Design mcr_ram_ctl, sky130hd; sources not shown.
### Congestion heat map, run 1

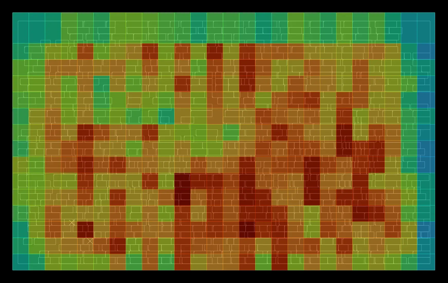
post-layout util: 0.8274
all-layer global routing usage: 0.2743
fraction of met1 tracks used by global routing: 0.3860
mean routed wirelength per cell: 26.66 um

### A small window of the routed layout, run 1

Region (70, 57) to (110, 97) um. Cells in grey, sequential cells in the stronger grey; small squares are vias.
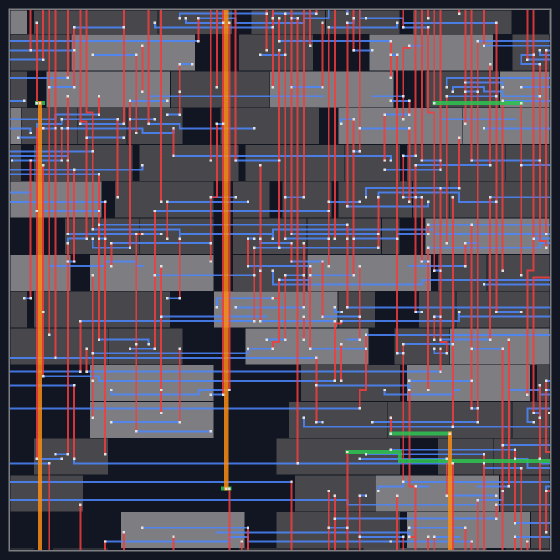
| layer | colour |
|---|---|
| met3 | green |
| met2 | red |
| met1 | blue |
| met4 | orange |
sequential cells in the window: 19
most frequent: dfrtp_1 (19), mux2_4 (15), buf_12 (12)
cells with their middle in the window: 71

### Where the registers sit, run 1

Drawn at 3 px/um. Other sequential cells in the stronger grey, the rest of the logic in the fainter grey.
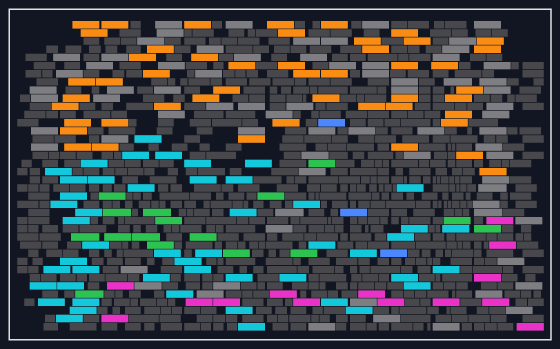
| netlist name | colour | placed flops |
|---|---|---|
| wait_reg | blue | 3 |
| addr_reg | magenta | 14 |
| rd_shift_reg | orange | 48 |
| wdata_reg | cyan | 49 |
| sram_dq_out | green | 16 |
not coloured: 73
register cell area after layout: 5091 um^2
sequential cell area share: 0.3388

==> impl_results.html <==
<!-- implementation run metrics -->
<table>
<tr><th>Metric</th><th>Value</th></tr>
<tr><th colspan="2">Outcome</th></tr>
<tr><td>Status</td><td>finished, violations left</td></tr>
<tr><td>Failing checks</td><td>design-rule violations, negative setup slack</td></tr>
<tr><th colspan="2">Synthesis</th></tr>
<tr><td>Sequential-to-total area share from yosys stat</td><td>0.5814</td></tr>
<tr><td>Count of unique library cells instantiated by Yosys</td><td>~48</td></tr>
<tr><td>Count of state elements after synthesis</td><td>between 200 and 250</td></tr>
<tr><td>Area figure in the yosys stat output</td><td>8743 um^2</td></tr>
<tr><td>Main flop type after synthesis</td><td>sky130_fd_sc_hd__dfrtp_1</td></tr>
<tr><td>Yosys warnings</td><td>0</td></tr>
<tr><td>Async set-or-reset flop fraction in the synthesized netlist</td><td>1.000</td></tr>
<tr><th colspan="2">Timing</th></tr>
<tr><td>Final tally of setup violations</td><td>65</td></tr>
<tr><td>Worst Slack Setup Final</td><td>-0.1775 ns</td></tr>
<tr><td>Max Freq</td><td>just under 0.5 GHz</td></tr>
<tr><td>Setup clock skew after layout</td><td>between 0.008 and 0.009 ns</td></tr>
<tr><td>Clock period minus final worst setup slack</td><td>just over 2 ns</td></tr>
<tr><td>Worst slew margin relative to its limit</td><td>0.6712</td></tr>
<tr><th colspan="2">Worst setup path</th></tr>
<tr><td>Worst setup slack for register-to-register paths</td><td>-0.18 ns</td></tr>
<tr><td>Worst reg-to-reg path cell count</td><td>6</td></tr>
<tr><td>Delay of the slowest cell on the worst path</td><td>0.54 ns</td></tr>
<tr><td>Launching element type of the critical path</td><td>flip-flop</td></tr>
<tr><td>Setup Crit Path Kind</td><td>reg -&gt; reg</td></tr>
<tr><td>Cells along the critical path</td><td>ha_4 -&gt; or4b_4 -&gt; mux2i_4 -&gt; buf_6 -&gt; buf_12 -&gt; mux2_4</td></tr>
<tr><th colspan="2">Global routing</th></tr>
<tr><td>Wire length of the first global-routing pass</td><td>around 42000 um</td></tr>
<tr><th colspan="2">CTS</th></tr>
<tr><td>Sinks on the clock net</td><td>203</td></tr>
<tr><td>Clock tree from TritonCTS</td><td>done</td></tr>
<tr><td>Number of buffers inserted during clock tree synthesis</td><td>20</td></tr>
<tr><th colspan="2">Die</th></tr>
<tr><td>Chip height</td><td>approximately 110 um</td></tr>
<tr><td>Init Core Util</td><td>0.4814</td></tr>
<tr><td>Placeable core region</td><td>18160 um^2</td></tr>
<tr><td>I/O pin count</td><td>170</td></tr>
<tr><th colspan="2">Routing</th></tr>
<tr><td>Iter 0 DRT Violations</td><td>580</td></tr>
<tr><td>Final routed DRC violation total</td><td>4</td></tr>
<tr><td>Average via count per standard cell</td><td>between 5 and 6</td></tr>
<tr><td>Post-DRT Antenna Nets</td><td>0</td></tr>
<tr><td>Detailed-route via count</td><td>just under 7k</td></tr>
<tr><th colspan="2">Place</th></tr>
<tr><td>Routability congestion estimate from global placement</td><td>~0.81</td></tr>
<tr><th colspan="2">Layout</th></tr>
<tr><td>Filler cell count</td><td>~860</td></tr>
<tr><th colspan="2">Flow run</th></tr>
<tr><td>Max cap viols</td><td>0</td></tr>
</table>
[run 1: metrics by stage]
| step | hold slack [ns] | cells | setup TNS [ns] | utilization |
|---|---|---|---|---|
| floorplan | 0.08441 | 551 | -234.00 | - |
| global placement | 0.3590 | 1005 | -0.1696 | 0.6091 |
| detailed placement | 0.3702 | 1005 | -0.6054 | 0.6091 |
| CTS | 0.4123 | 1110 | -1.551 | 0.7807 |
| global route | 0.4530 | 1151 | -9.256 | 0.8272 |
| finish | 0.4153 | 1152 | -5.131 | 0.8274 |
[run 1: layer usage]
layer  routed length [um]  part of all wire  track usage
met1                13030              0.42       0.3860
met3                 2215             0.072      0.05995
met5                    0                 0            0
met2                14460              0.47       0.4365
met4                 1005             0.033      0.07258
[run 1: layout make-up]
class                           instances  area, um^2  share of cell area
Clock inverter                          4       25.02            0.001665
Inverter                                8       48.80            0.003247
Antenna cell                            1       2.502           0.0001665
Clock buffer                           32       646.9             0.04305
Sequential cell                       203        5091              0.3388
Timing Repair Buffer                  324        4702              0.3129
Multi-Input combinational cell        340        4210              0.2802
Tap cell                              240       300.3             0.01998
[run 1: kinds of logic after synthesis]
kind of cell / count (synthesis) / synth area share
mux: 188 / 0.2486
buf+inv: 54 / 0.02948
fa+ha+maj: 10 / 0.01431
xor+xnor: 2 / 0.002004
simple gates: 47 / 0.03606
compound gates: 93 / 0.08815
flops: 203 / 0.5814
[run 1: repair_timing]
item                                   CTS  global route
pin swaps                               19            21
hold buffers                             1             0
gates resized                          367           127
buffers inserted                        46            39
endpoints found under the hold margin   44             0
setup endpoints to repair              283           286
cloned                                  22             2
[run 1: cell usage after synthesis (all sizes together) (2+ instances only)]
cell     count  area [um^2]
dfrtp      200         5005
mux2       187         2151
clkbuf      27        101.4
buf         19        126.4
a222oi      16        160.2
o2111ai     15        131.4
o2111a      14        157.7
o21bai      14        105.1
or3         14        87.58
ha          10        125.1
o21ai       10        50.05
a21oi        9        45.04
nor2         9        33.78
inv          8        30.03
nand2        5        18.77
nand2b       4        25.02
nand3        4        35.03
dfstp        3        78.83
a221oi       2        17.52
a31oi        2        12.51
and4b        2        20.02
nand4        2        18.77
o22ai        2        12.51
[run 1: critical path: cells and delay by family (launching register included)]
family        cells  cell delay (ns)
fa+ha+maj         1             0.19
buf+inv           2             0.29
mux               2             0.51
flops             1             0.43
simple gates      1             0.54
